### src/rtl/echo_accum.sv
// Count-terminated sample accumulator for echo stacking: sums n_samples valid
// inputs per acquisition with saturating or wrapping overflow and a sticky flag.
module echo_accum #(
  parameter int IN_W  = 12,
  parameter int ACC_W = 20,
  parameter int CNT_W = 10,
  parameter bit SAT   = 1'b1
) (
  input  logic             clk,
  input  logic             rst_n,
  input  logic             start,
  input  logic [CNT_W-1:0] n_samples,
  input  logic             abort,
  input  logic [IN_W-1:0]  din,
  input  logic             din_valid,
  output logic             busy,
  output logic [ACC_W-1:0] result,
  output logic             result_valid,
  output logic             ovf
);

  typedef enum logic [1:0] {IDLE, ACC, DONE} state_t;

  state_t           state_reg;
  logic [ACC_W-1:0] acc_reg;
  logic [CNT_W-1:0] cnt_reg;
  logic [CNT_W-1:0] n_lat_reg;
  logic             ovf_int_reg;
  logic [ACC_W-1:0] result_reg;
  logic             ovf_reg;
  logic             busy_reg;
  logic             result_valid_reg;

  logic [ACC_W:0]   sum_next;
  logic             carry_next;
  logic [ACC_W-1:0] acc_next;
  logic [CNT_W-1:0] cnt_next;

  // One extra bit catches the carry; a saturated acc simply re-saturates.
  assign sum_next   = {1'b0, acc_reg} + {{(ACC_W + 1 - IN_W){1'b0}}, din};
  assign carry_next = sum_next[ACC_W];
  assign acc_next   = (SAT && carry_next) ? {ACC_W{1'b1}} : sum_next[ACC_W-1:0];
  assign cnt_next   = cnt_reg + CNT_W'(1);

  always_ff @(posedge clk) begin
    if (!rst_n) begin
      state_reg        <= IDLE;
      acc_reg          <= '0;
      cnt_reg          <= '0;
      n_lat_reg        <= '0;
      ovf_int_reg      <= 1'b0;
      result_reg       <= '0;
      ovf_reg          <= 1'b0;
      busy_reg         <= 1'b0;
      result_valid_reg <= 1'b0;
    end else begin
      case (state_reg)
        IDLE: begin
          result_valid_reg <= 1'b0;
          if (start) begin
            n_lat_reg   <= n_samples;
            acc_reg     <= '0;
            cnt_reg     <= '0;
            ovf_int_reg <= 1'b0;
            if (n_samples != '0) begin
              state_reg <= ACC;
              busy_reg  <= 1'b1;
            end else begin
              // Empty acquisition still reports a (zero) result.
              result_reg       <= '0;
              ovf_reg          <= 1'b0;
              state_reg        <= DONE;
              result_valid_reg <= 1'b1;
            end
          end
        end
        ACC: begin
          if (abort) begin
            state_reg <= IDLE;
            busy_reg  <= 1'b0;
          end else if (din_valid) begin
            acc_reg     <= acc_next;
            cnt_reg     <= cnt_next;
            ovf_int_reg <= ovf_int_reg | carry_next;
            if (cnt_next == n_lat_reg) begin
              result_reg       <= acc_next;
              ovf_reg          <= ovf_int_reg | carry_next;
              state_reg        <= DONE;
              busy_reg         <= 1'b0;
              result_valid_reg <= 1'b1;
            end
          end
        end
        DONE: begin
          result_valid_reg <= 1'b0;
          state_reg        <= IDLE;
        end
        default: begin
          state_reg        <= IDLE;
          busy_reg         <= 1'b0;
          result_valid_reg <= 1'b0;
        end
      endcase
    end
  end

  assign busy         = busy_reg;
  assign result       = result_reg;
  assign result_valid = result_valid_reg;
  assign ovf          = ovf_reg;

endmodule

### config.mk
export PLATFORM = sky130hd
export DESIGN_NAME = echo_accum
export DESIGN_NICKNAME = d
export VERILOG_FILES = /design/src/rtl/echo_accum.sv
export SDC_FILE = /design/constraint.sdc
export NUM_CORES = 1
export LEC_CHECK = 0
export ABC_AREA = 1
export CAP_MARGIN = 20
export CORE_MARGIN = 5
export CORE_UTILIZATION = 50
export DETAILED_ROUTE_END_ITERATION = 10
export PLACE_DENSITY = 0.86
export SLEW_MARGIN = 20
export SYNTH_ARGS = -nofsm -noshare
export SYNTH_HDL_FRONTEND = slang
export SYNTH_SLANG_ARGS = --single-unit
### constraint.sdc
create_clock -name clk -period 2.4 [get_ports clk]
set_input_delay 0.36 -clock clk [delete_from_list [all_inputs] [get_ports clk]]
set_output_delay 0.36 -clock clk [all_outputs]
set_load 0.01 [all_outputs]
==> job_summary.md, run 1 <==
### Yosys + OpenROAD results

| Metric | Value |
|---|---|
| Reg2reg path depth | 12 |
| Clock skew | 0.00904 ns |
| TritonCTS Buffers | 9 |
| Port Buffers | 49 |
| DRT iter0 DRCs | 224 |
| CP max stage delay | 0.42 ns |
| Remaining antenna violation count | 0 |
| Post-synth EDFFs | 0 |
| Maxcap violations | 0 |
| Synthesis-to-layout area growth | 26.2% |
| Mapped Cells | 553 |
| Row cnt | 31 |
| Most numerous logic cells after layout | nand2_1, dfxtp_1, inv_1, a21oi_1, clkdlybuf4s50_1 |
| DR vias | 3833 |
| Root Driver | clkbuf_8 |
| Final Critical Period | 2.31 ns |
| Num ports | 50 |
| Basic Gates by Area | 0.270 |
| Yosys top cell by area | dfxtp_1 |
| Hold depth | 2 |
| Clk buf depth | 2 |
| Crit path from | din[0] |
| Final hold violation count | 0 |
| Pleak | 2.07 nW |
| Synth Cell Area | 0.00380 sq mm |
| Yosys cell types | 33 |
| CP required | 2.61 ns |
| Clock sink count | 66 |
| VDD IR max | 0.379 mV |
| Initial antenna violation count | 0 |
| Core ar. | 0.00733 sq mm |
| Tool Warnings | 26 |
| Top cell family by delay on the critical path | buffers and inverters |
| Buffers and inverters on the worst path | 3 |
| Final Total Pwr | 3.45 mW |
| Syn nets | 594 |
| Post-synth ARST share | 0 |
| # Cells Yosys | 553 |
| WP depth | 13 |
| Worst-Margin Slew | 0.461 ns |
| Mux area share | 0 |
| Top cell excl fill/tap | nand2_1 |
| Dpl cell area | 0.00460 sq mm |
| DP HPWL | 7.04 mm |
| CTS H-tree lvls | 3 |
| Vias in the first global route | 3708 |
| Critical-path cell list | clkdlybuf4s50_1 > ha_2 > fa_2 > nand2_1 > inv_1 > a21oi_2 > nand3b_1 > nand3_2 > nand2_2 > nor2_2 > buf_12 > o21ai_0 > a21oi_1 |
| Ys Warns | 0 |
| Crit-path max FO | 12 |
| Worst reg2reg path startpoint | acc_reg[0] |
| Syn Area/Cell | 6.87 sq um |
| Cell with the most instances after synthesis | nand2_1 |
| Hold Path Origin | result_valid |
| Post-CTS Hold Buffers | 0 |
| Gr ovfl total | 0 |
| Via density | 5.24 |
| Die Y | 97.2 um |
| Commonest cells in the netlist | nand2_1, dfxtp_1, inv_1 |
| Fmax | 433 MHz |
| Register-to-Register Setup Slack | 0.23 ns |
| Yosys chip area | 0.00380 sq mm |
| Cell area leaders | dfxtp_1, nand2_1, o21ai_0 |
| CTS tree | built |
| Hold path endpoint | result_valid |
| Wire length after detailed routing | 9.58 mm |
| Fa+ha+maj area frac | 0.0481 |
| Share of cells above drive strength 1 | 0.148 |
| Total Nets Final | 670 |
| Wire per inst | 13.1 um |
| Latency at later pin | 0.34 ns |
| Placed cells | 717 |
| CP startpoint kind | input pin |
| Xor/xnor share | 0.0369 |
| GRT Util Overall | 0.208 |
| Most used flip-flop cell | dfxtp_1 |
| Crit. End Element | flip-flop |
| Compound Share, Synth | 0.204 |
| Synth flops | 66 |
| Crit path capture | acc_reg[13] |
| First-pass GRT wire length | 16.5 mm |
| Top non-seq family | simple AND/OR/NAND/NOR gates |
| Status | complete, no violations |
| Drt drc | 0 |
| Power Dens Cells | 720 mW/mm^2 |
| Crit Path Category | in -> reg |
| Sequential fraction of the synthesis area | 0.348 |
| Worst Path Arrival | 2.52 ns |
| Worst Hold Class | reg -> reg |
| Dominant cell area share | 0.348 |
| Final Setup Violations | 0 |
| DR pass1 iterations | 5 |
| Chip Area | 0.00944 sq mm |
| CP max stage cell | clkdlybuf4s50_1 |
| DIE WIDTH | 97.2 um |
| Final instance area | 0.00479 sq mm |
| Worst rel slew slack | 0.692 |
| Diode count | 0 |
| Tcrit/Tclk final | 0.962 |
| Largest net degree at the start of global routing | 42 |
| Reg clk slew, reported paths | 0.07 ns |
| Routability cong. | 0.917 |
| R2r endpoint | acc_reg[13] |
| Pins Over Slew Limit | 0 |
## run 1: kinds of logic (layout without fill, tap and decap cells)
| family | count (synthesis) | in the layout |
|---|---|---|
| flip-flops | 66 | 66 |
| AND-OR/OR-AND | 137 | 137 |
| AND/OR/NAND/NOR | 235 | 235 |
| adder cells (fa/ha/maj) | 14 | 14 |
| buffers and inverters | 85 | 165 |
| XOR/XNOR | 16 | 16 |
## run 1: per-stage QoR
step | setup WS (ns) | hold WS [ns] | setup TNS (ns)
2_1_floorplan | 0.137 | 0.444 | 0
3_3_place_gp | -0.283 | 0.431 | -9.91
3_5_place_dp | -0.384 | 0.446 | -13.86
4_1_cts | 0.00265 | 0.457 | 0
5_1_grt | -0.0315 | 0.484 | -0.0968
6_report | 0.0923 | 0.449 | 0
## run 1: power breakdown
part	switching [mW]	internal, mW	total [mW]
combinational	0.731	0.585	1.32
sequential	0.113	1.25	1.36
clock	0.409	0.367	0.776
## run 1: timing repair
action	CTS	global route
buffers inserted	0	0
endpoints found under the hold margin	0	0
setup endpoints to repair	9	41
pin swaps	0	1
resized	9	17
## run 1: metal layers
layer	track usage	vias to the layer above	share of wire
met5	0	-	0
met4	0.0691	0	0.021
met3	0.0567	24	0.059
met2	0.367	113	0.49
met1	0.242	1740	0.43
li1	-	1956	-
## run 1: final cells by class
| type | count | area, sq um | area share |
|---|---|---|---|
| tap | 99 | 124 | 0.0258 |
| clock inverter | 3 | 17.5 | 0.00366 |
| clock buffer | 12 | 135 | 0.0282 |
| sequential | 66 | 1320 | 0.276 |
| inverter | 64 | 240 | 0.0501 |
| timing repair buffer | 86 | 793 | 0.166 |
| multi-input combinational | 402 | 2160 | 0.451 |
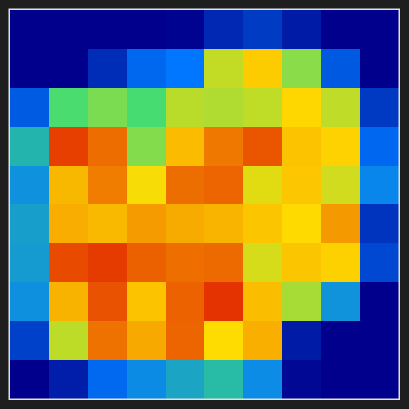
**Above:** run 1 (cell density map).
(4 px per um) 10 x 10 tiles, from dark blue (low) to red (high), 0 to 100% covered.
fullest tile: 94%
mean over tiles: 50%
tiles over 75% full: 39%
densest ninth of the die: centre
utilization after layout: 0.654
Initial Util: 0.518

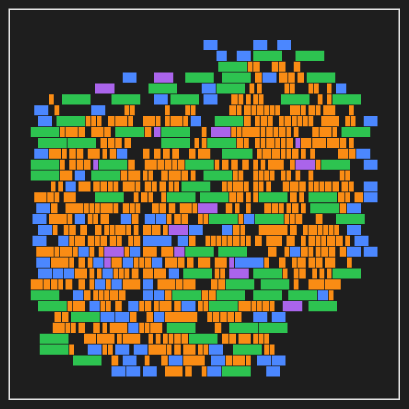
**Above:** run 1 (placed cells, one colour a class).
(4 px per um)
[blue] remaining buffers and delay cells | cells: 86
[green] sequential cells | cells: 66
[orange] combinational and other logic | cells: 466
[purple] clock drivers and dummy loads | cells: 15

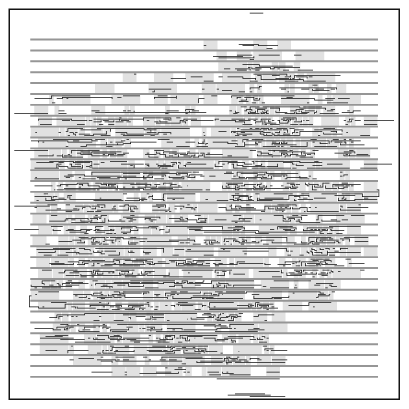
**Above:** run 1 (the metal 1 layer).
(4 px per um) Supply wires on this layer in grey. Cells faint in the background.
nets with wire on the layer: 633
wire length on this layer: 4090 um
share of all routed wire: 43%

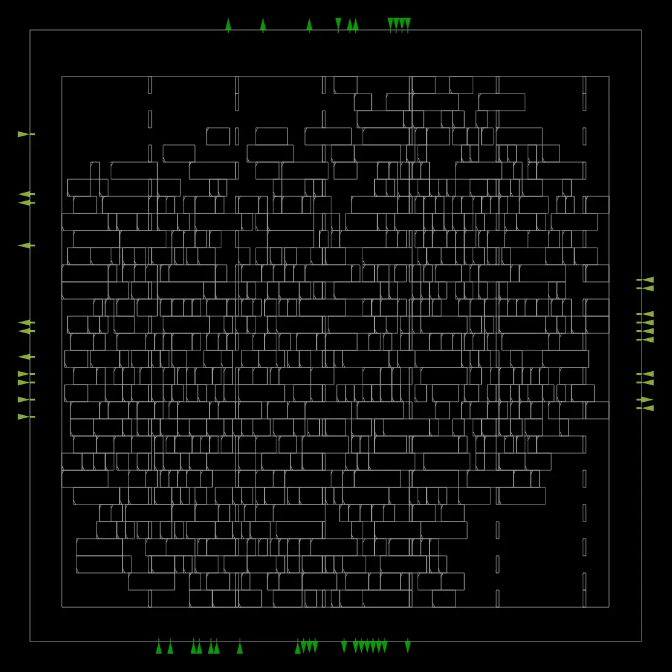
**Above:** run 1 (placed standard cells).
Cell Count, Final, Fillers Out: 732
Filler Cell Count: 588

==> run 2: changes to the inputs <==
Settings changed: SETUP_SLACK_MARGIN from default to 0.02.
==> job_summary.md, run 2 <==
### Yosys + OpenROAD results

| Metric | Value |
|---|---|
| Status | complete, no violations |
| Top cell excl fill/tap | nand2_1 |
| Worst rel slew slack | 0.702 (+0.00969) |
| Worst Path Arrival | 2.48 ns (-0.04 ns) |
| Filler Cell Count | 583 (-0.85%) |
| Dominant cell area share | 0.348 (unchanged) |
| Clock sink count | 66 (unchanged) |
| Wire per inst | 13.1 um (+0.38%) |
| Initial Util | 0.518 (unchanged) |
| Power in sequential cells | 1.36 mW (about the same) |
| Ys Warns | 0 (unchanged) |
| Total Nets Final | 671 (+0.15%) |
| RSZ-0062 raised after global routing | false |
| Cell with the most instances after synthesis | nand2_1 |
| Tcrit/Tclk final | 0.942 (-0.0196) |
| Most numerous logic cells after layout | nand2_1, dfxtp_1, inv_1, a21oi_1, clkdlybuf4s50_1 |
| Final instance area | 0.00481 sq mm (+0.44%) |
| DRT iter0 DRCs | 233 (+4.0%) |
| Syn nets | 594 (unchanged) |
| Post-synth ARST share | 0 (unchanged) |
| Reg2reg path depth | 15 (+3) |
| Final Setup Violations | 0 (unchanged) |
| CP startpoint kind | input pin |
| Worst reg2reg path startpoint | cnt_reg[1] |
| Yosys cell types | 33 (unchanged) |
| Clk pwr | 772 uW (-0.5%) |
| Die Y | 97.2 um (unchanged) |
| Final hold violation count | 0 (unchanged) |
| Reg clk slew, reported paths | 0.07 ns (about the same) |
| Worst-Margin Slew | 0.446 ns (-0.0145 ns) |
| Share of cells above drive strength 1 | 0.153 (+0.00450) |
| Switching Fraction | 0.363 (about the same) |
| Dpl cell area | 0.00460 sq mm (unchanged) |
| Crit. End Element | flip-flop |
| DIE WIDTH | 97.2 um (unchanged) |
| Power Dens Cells | 719 mW/mm^2 (-0.21%) |
| Clk buf depth | 2 (unchanged) |
| # Cells Yosys | 553 (unchanged) |
| Post_cts resized | 11 (+2) |
| Hold depth | 2 (unchanged) |
| Root Driver | clkbuf_8 |
| CTS H-tree lvls | 3 (unchanged) |
| Remaining antenna violation count | 0 (unchanged) |
| Initial antenna violation count | 0 (unchanged) |
| Worst hold slack | 0.449 ns (+0.0000880 ns) |
| Yosys chip area | 0.00380 sq mm (unchanged) |
| Post-CTS Setup Repair Bufs | 0 (unchanged) |
| DP HPWL | 7.04 mm (unchanged) |
| Crit path from | din[0] |
| Clock skew | 0.00883 ns (-0.000205 ns) |
| First-pass GRT wire length | 16.5 mm (+0.16%) |
| Row cnt | 31 (unchanged) |
| Port Buffers | 49 (unchanged) |
| TritonCTS Buffers | 9 (unchanged) |
| Hold Path Origin | result_valid |
| Sequential Power Share | 0.393 (about the same) |
| Crit path capture | acc_reg[5] |
| Main power group | registers |
| Synthesis-to-layout area growth | 26.8% |
| Diode count | 0 (unchanged) |
| Post-CTS Hold Buffers | 0 (unchanged) |
| Chip Area | 0.00944 sq mm (unchanged) |
| Via density | 5.23 (-0.21%) |
| Wire length after detailed routing | 9.63 mm (+0.52%) |
| Final Critical Period | 2.26 ns (-0.0471 ns) |
| Synth Cell Area | 0.00380 sq mm (unchanged) |
| Pins Over Slew Limit | 0 (unchanged) |
| CTS tree | built |
| Cell-internal power | 2.20 mW (+0.22%) |
| Psw | 1.26 mW (+0.27%) |
| DR vias | 3830 (-0.078%) |
| VDD IR max | 0.380 mV (+0.20%) |
| Routability cong. | 0.917 (unchanged) |
| Mapped Cells | 553 (unchanged) |
| Sequential fraction of the synthesis area | 0.348 (unchanged) |
| Syn Area/Cell | 6.87 sq um (unchanged) |
| Commonest cells in the netlist | nand2_1, dfxtp_1, inv_1 |
| Vias in the first global route | 3720 (+0.32%) |
| Crit Path Category | in -> reg |
| Tool Warnings | 26 (unchanged) |
| Clk pwr share | 0.223 (-0.002) |
| Num ports | 50 (unchanged) |
| GRT Util Overall | 0.208 (+0.000301) |
| Register-to-Register Setup Slack | 0.25 ns (+0.02 ns) |
| Yosys top cell by area | dfxtp_1 |
| Largest net degree at the start of global routing | 42 (unchanged) |
| CP required | 2.62 ns (about the same) |
| Post-synth EDFFs | 0 (unchanged) |
| Comb. pwr | 1.33 mW (about the same) |
| Final Total Pwr | 3.46 mW (+0.24%) |
| Maxcap violations | 0 (unchanged) |
| Hold path endpoint | result_valid |
| Latency at later pin | 0.34 ns (about the same) |
| DR pass1 iterations | 6 (+1) |
## run 2: netlist changes by cell type in the layout (fill, tap and decap cells not counted), sizes merged
| cell | change |
|---|---|
| buf | +1 |
## run 2: area by class of cell
class	count	area, sq um	area share
clock buffer	12	135	0.0281
tap	99	124	0.0257
multi-input combinational	402	2170	0.452
timing repair buffer	87	801	0.166
clock inverter	3	17.5	0.00364
inverter	64	240	0.0499
sequential	66	1320	0.275
## run 2: logic make-up (layout without fill, tap and decap cells)
group | count (synthesis) | count (layout) | share of synthesized area
flip-flops | 66 | 66 | 0.348
XOR/XNOR | 16 | 16 | 0.0369
buffers and inverters | 85 | 166 | 0.0932
AND-OR/OR-AND | 137 | 137 | 0.204
AND/OR/NAND/NOR | 235 | 235 | 0.270
adder cells (fa/ha/maj) | 14 | 14 | 0.0481
## run 2: metal layers
layer  track usage  vias to the layer above  wire [um]
met1         0.242                     1750       4150
met3        0.0567                       19        576
met4        0.0691                        0        151
met2         0.368                      102       4750
li1              -                     1959          -
met5             0                        -          0
## run 2: per-stage QoR
step / std cells / utilization / worst slack, ns / setup TNS [ns]
after floorplan: 553 / - / 0.137 / 0
after global placement: 717 / 0.628 / -0.283 / -9.91
after detailed placement: 717 / 0.628 / -0.384 / -13.86
after CTS: 732 / 0.649 / 0.0467 / 0
after global routing: 733 / 0.657 / 0.0205 / 0
final: 733 / 0.657 / 0.139 / 0
## run 2: worst max-delay path: stages
cell and delay (ns):
clkdlybuf4s50_1 0.42, ha_2 0.20, fa_2 0.34, nand2_1 0.08, inv_1 0.06, a21oi_2 0.15
nand3b_1 0.14, nand3_2 0.08, nand2_2 0.10, nor2_4 0.05, buf_12 0.14, o21ai_0 0.26
a21oi_1 0.10
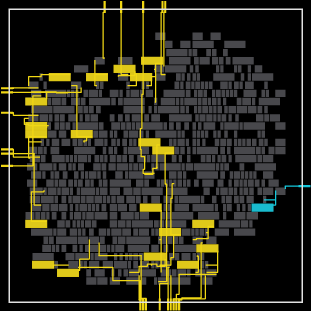
**Above:** run 2 (port wiring).
(3 px per um)
[yellow] result | direction: output | end cells: 20 | buffers: 20 | wire: 784 um
[cyan] result_valid | direction: output | end cells: 1 | buffers: 1 | wire: 15.3 um

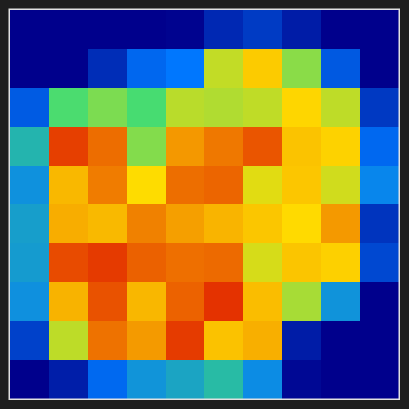
**Above:** run 2 (cell density map).
(4 px per um) 10 x 10 tiles, from dark blue (low) to red (high), 0 to 100% covered.
Core ar.: 0.00733 sq mm
utilization after layout: 0.657

==> run 3: changes to the inputs <==
Settings changed: CAP_MARGIN 20 to 15.
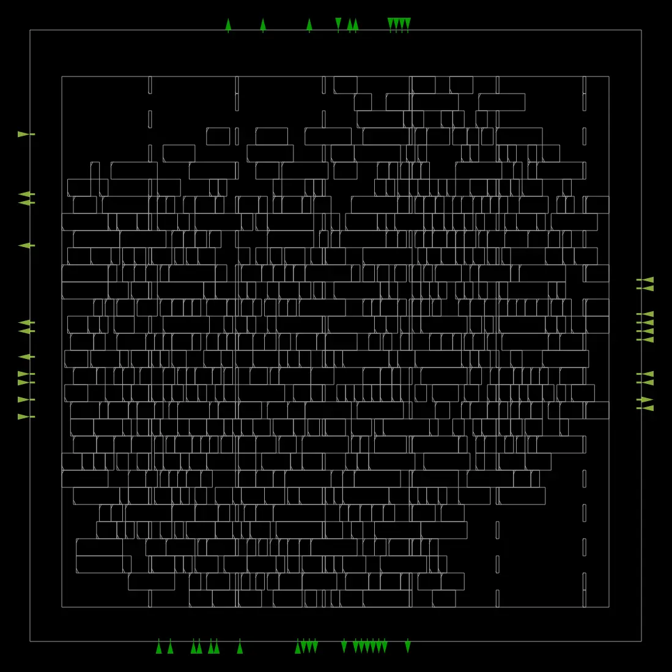
**Above:** run 3 (placed standard cells).
Tapcells: 99
Cell Count, Final, Fillers Out: 733
row cnt: 31

==> job_summary.md, run 3 <==
### Yosys + OpenROAD results

| Metric | Value |
|---|---|
| Largest net degree at the start of global routing | 42 (unchanged) |
| Post_cts resized | 11 (unchanged) |
| Pins Over Slew Limit | 0 (unchanged) |
| Yosys chip area | 0.00380 sq mm (unchanged) |
| Initial Util | 0.518 (unchanged) |
| First-pass GRT wire length | 16.5 mm (unchanged) |
| DR pass1 iterations | 6 (unchanged) |
| M3 GR Usage | 0.0567 (unchanged) |
| Syn nets | 594 (unchanged) |
| Syn Area/Cell | 6.87 sq um (unchanged) |
| Crit Path Category | in -> reg |
| Dominant cell area share | 0.348 (unchanged) |
| Post-CTS Hold Buffers | 0 (unchanged) |
| Top cell excl fill/tap | nand2_1 |
| DP HPWL | 7.04 mm (unchanged) |
| Yosys top cell by area | dfxtp_1 |
| Share of cells above drive strength 1 | 0.153 (unchanged) |
| Routability cong. | 0.917 (unchanged) |
| Met2 usage | 0.368 (unchanged) |
| Port Buffers | 49 (unchanged) |
| Power Dens Cells | 719 mW/mm^2 (unchanged) |
| Met1 Usage GRT | 0.242 (unchanged) |
| Post-synth EDFFs | 0 (unchanged) |
| Final hold violation count | 0 (unchanged) |
| Vias in the first global route | 3720 (unchanged) |
| Wire length on met2 | 4.75 mm (unchanged) |
| Most numerous logic cells after layout | nand2_1, dfxtp_1, inv_1, a21oi_1, clkdlybuf4s50_1 |
| Dpl cell area | 0.00460 sq mm (unchanged) |
| Total Nets Final | 671 (unchanged) |
| Diode count | 0 (unchanged) |
| Top sig layer | met4 |
| Drt drc | 0 |
| DR vias | 3830 (unchanged) |
| Worst rel slew slack | 0.702 (unchanged) |
| Wire length after detailed routing | 9.63 mm (unchanged) |
| Synthesis-to-layout area growth | 26.8% (unchanged) |
| Post-synth ARST share | 0 (unchanged) |
| Ys Warns | 0 (unchanged) |
| Commonest cells in the netlist | nand2_1, dfxtp_1, inv_1 |
| Clock sink count | 66 (unchanged) |
| Worst-Margin Slew | 0.446 ns (unchanged) |
| GRT Util Overall | 0.208 (unchanged) |
| Final Setup Violations | 0 (unchanged) |
| TritonCTS Buffers | 9 (unchanged) |
| Wire per inst | 13.1 um (unchanged) |
| Crit. End Element | flip-flop |
| Setup TNS | 0 ns (unchanged) |
| Status | complete, no violations |
| Utilization after layout | 0.657 (unchanged) |
| Core ar. | 0.00733 sq mm (unchanged) |
| RSZ-0062 raised after global routing | false |
| Synth Cell Area | 0.00380 sq mm (unchanged) |
| Reg clk slew, reported paths | 0.07 ns (about the same) |
| Chip Area | 0.00944 sq mm (unchanged) |
| Post-CTS Setup Repair Bufs | 0 (unchanged) |
| Sequential fraction of the synthesis area | 0.348 (unchanged) |
| Most Crowded Layer GR | met2 |
| CP startpoint kind | input pin |
| Final Critical Period | 2.26 ns (unchanged) |
| Filler Cell Count | 583 (unchanged) |
| Maxcap violations | 0 (unchanged) |
| Root Driver | clkbuf_8 |
| VDD IR max | 0.380 mV (unchanged) |
| Clock skew | 0.00883 ns (unchanged) |
| DIE WIDTH | 97.2 um (unchanged) |
| Worst Path Arrival | 2.48 ns (about the same) |
| Tool Warnings | 26 (unchanged) |
| CTS tree | built |
| Met3 WL | 576 um (unchanged) |
| Mapped Cells | 553 (unchanged) |
| M1 WL | 4.15 mm (unchanged) |
| Num ports | 50 (unchanged) |
| Die Y | 97.2 um (unchanged) |
| Clk buf depth | 2 (unchanged) |
| Cell with the most instances after synthesis | nand2_1 |
| Via density | 5.23 (unchanged) |
| Initial antenna violation count | 0 (unchanged) |
| CTS H-tree lvls | 3 (unchanged) |
| # Cells Yosys | 553 (unchanged) |
| DRT iter0 DRCs | 233 (unchanged) |
| Latency at later pin | 0.34 ns (about the same) |
| Tcrit/Tclk final | 0.942 (unchanged) |
| Yosys cell types | 33 (unchanged) |
| Final Total Pwr | 3.46 mW (unchanged) |
| Remaining antenna violation count | 0 (unchanged) |
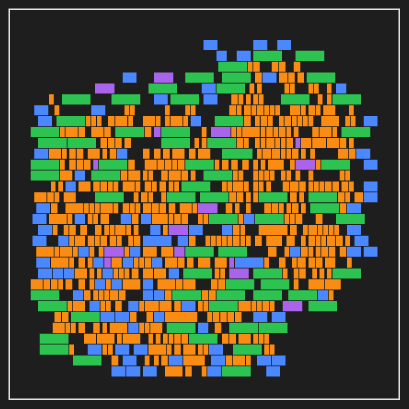
**Above:** run 3 (placed cells, one colour a class).
(4 px per um)
[orange] combinational and other logic | cells: 466
[blue] remaining buffers and delay cells | cells: 87
[green] sequential cells | cells: 66
[purple] clock drivers and dummy loads | cells: 15
final instance area: 0.00481 sq mm
sequential share of cell area: 0.275

-- run 3: cell counts after synthesis --
No cell type changed its count.
-- run 3: cells by family after synthesis --
family,synth area share
simple gates,0.270
compound gates,0.204
buf+inv,0.0932
flops,0.348
xor+xnor,0.0369
fa+ha+maj,0.0481
-- run 3: worst max-delay path: stages --
cell and delay, ns:
clkdlybuf4s50_1 0.42, ha_2 0.20, fa_2 0.34, nand2_1 0.08, inv_1 0.06, a21oi_2 0.15
nand3b_1 0.14, nand3_2 0.08, nand2_2 0.10, nor2_4 0.05, buf_12 0.14, o21ai_0 0.26
a21oi_1 0.10
-- run 3: power breakdown --
group | leakage (nW) | switching (mW) | total, mW | internal (mW)
clock network | 0.0762 | 0.406 | 0.772 | 0.367
logic | 1.46 | 0.738 | 1.33 | 0.590
registers | 0.541 | 0.113 | 1.36 | 1.25
total | 2.08 | 1.26 | 3.46 | 2.20
-- run 3: worst paths after layout --
kind,from,endpoint,slack (ns),depth (start not counted)
worst max-delay path,din[0],acc_reg[5],0.14,13
worst min-delay path,result_valid,result_valid,0.45,2
worst max register to register,cnt_reg[1],result[7],0.25,15
worst min register to register,result_valid,result_valid,0.45,2
-- run 3: metrics by stage --
step	cells	setup WS (ns)	hold slack (ns)
final	733	0.139	0.449
after global routing	733	0.0205	0.484
after CTS	732	0.0467	0.457
after detailed placement	717	-0.384	0.446
after global placement	717	-0.283	0.431
after floorplan	553	0.137	0.444
-- run 3: layout make-up --
type | count | area (sq um) | share of cell area
clock inverter | 3 | 17.5 | 0.00364
inverter | 64 | 240 | 0.0499
timing repair buffer | 87 | 801 | 0.166
multi-input combinational | 402 | 2170 | 0.452
sequential | 66 | 1320 | 0.275
tap | 99 | 124 | 0.0257
clock buffer | 12 | 135 | 0.0281
No activity file was given, so power comes from the tool's default toggle rates.
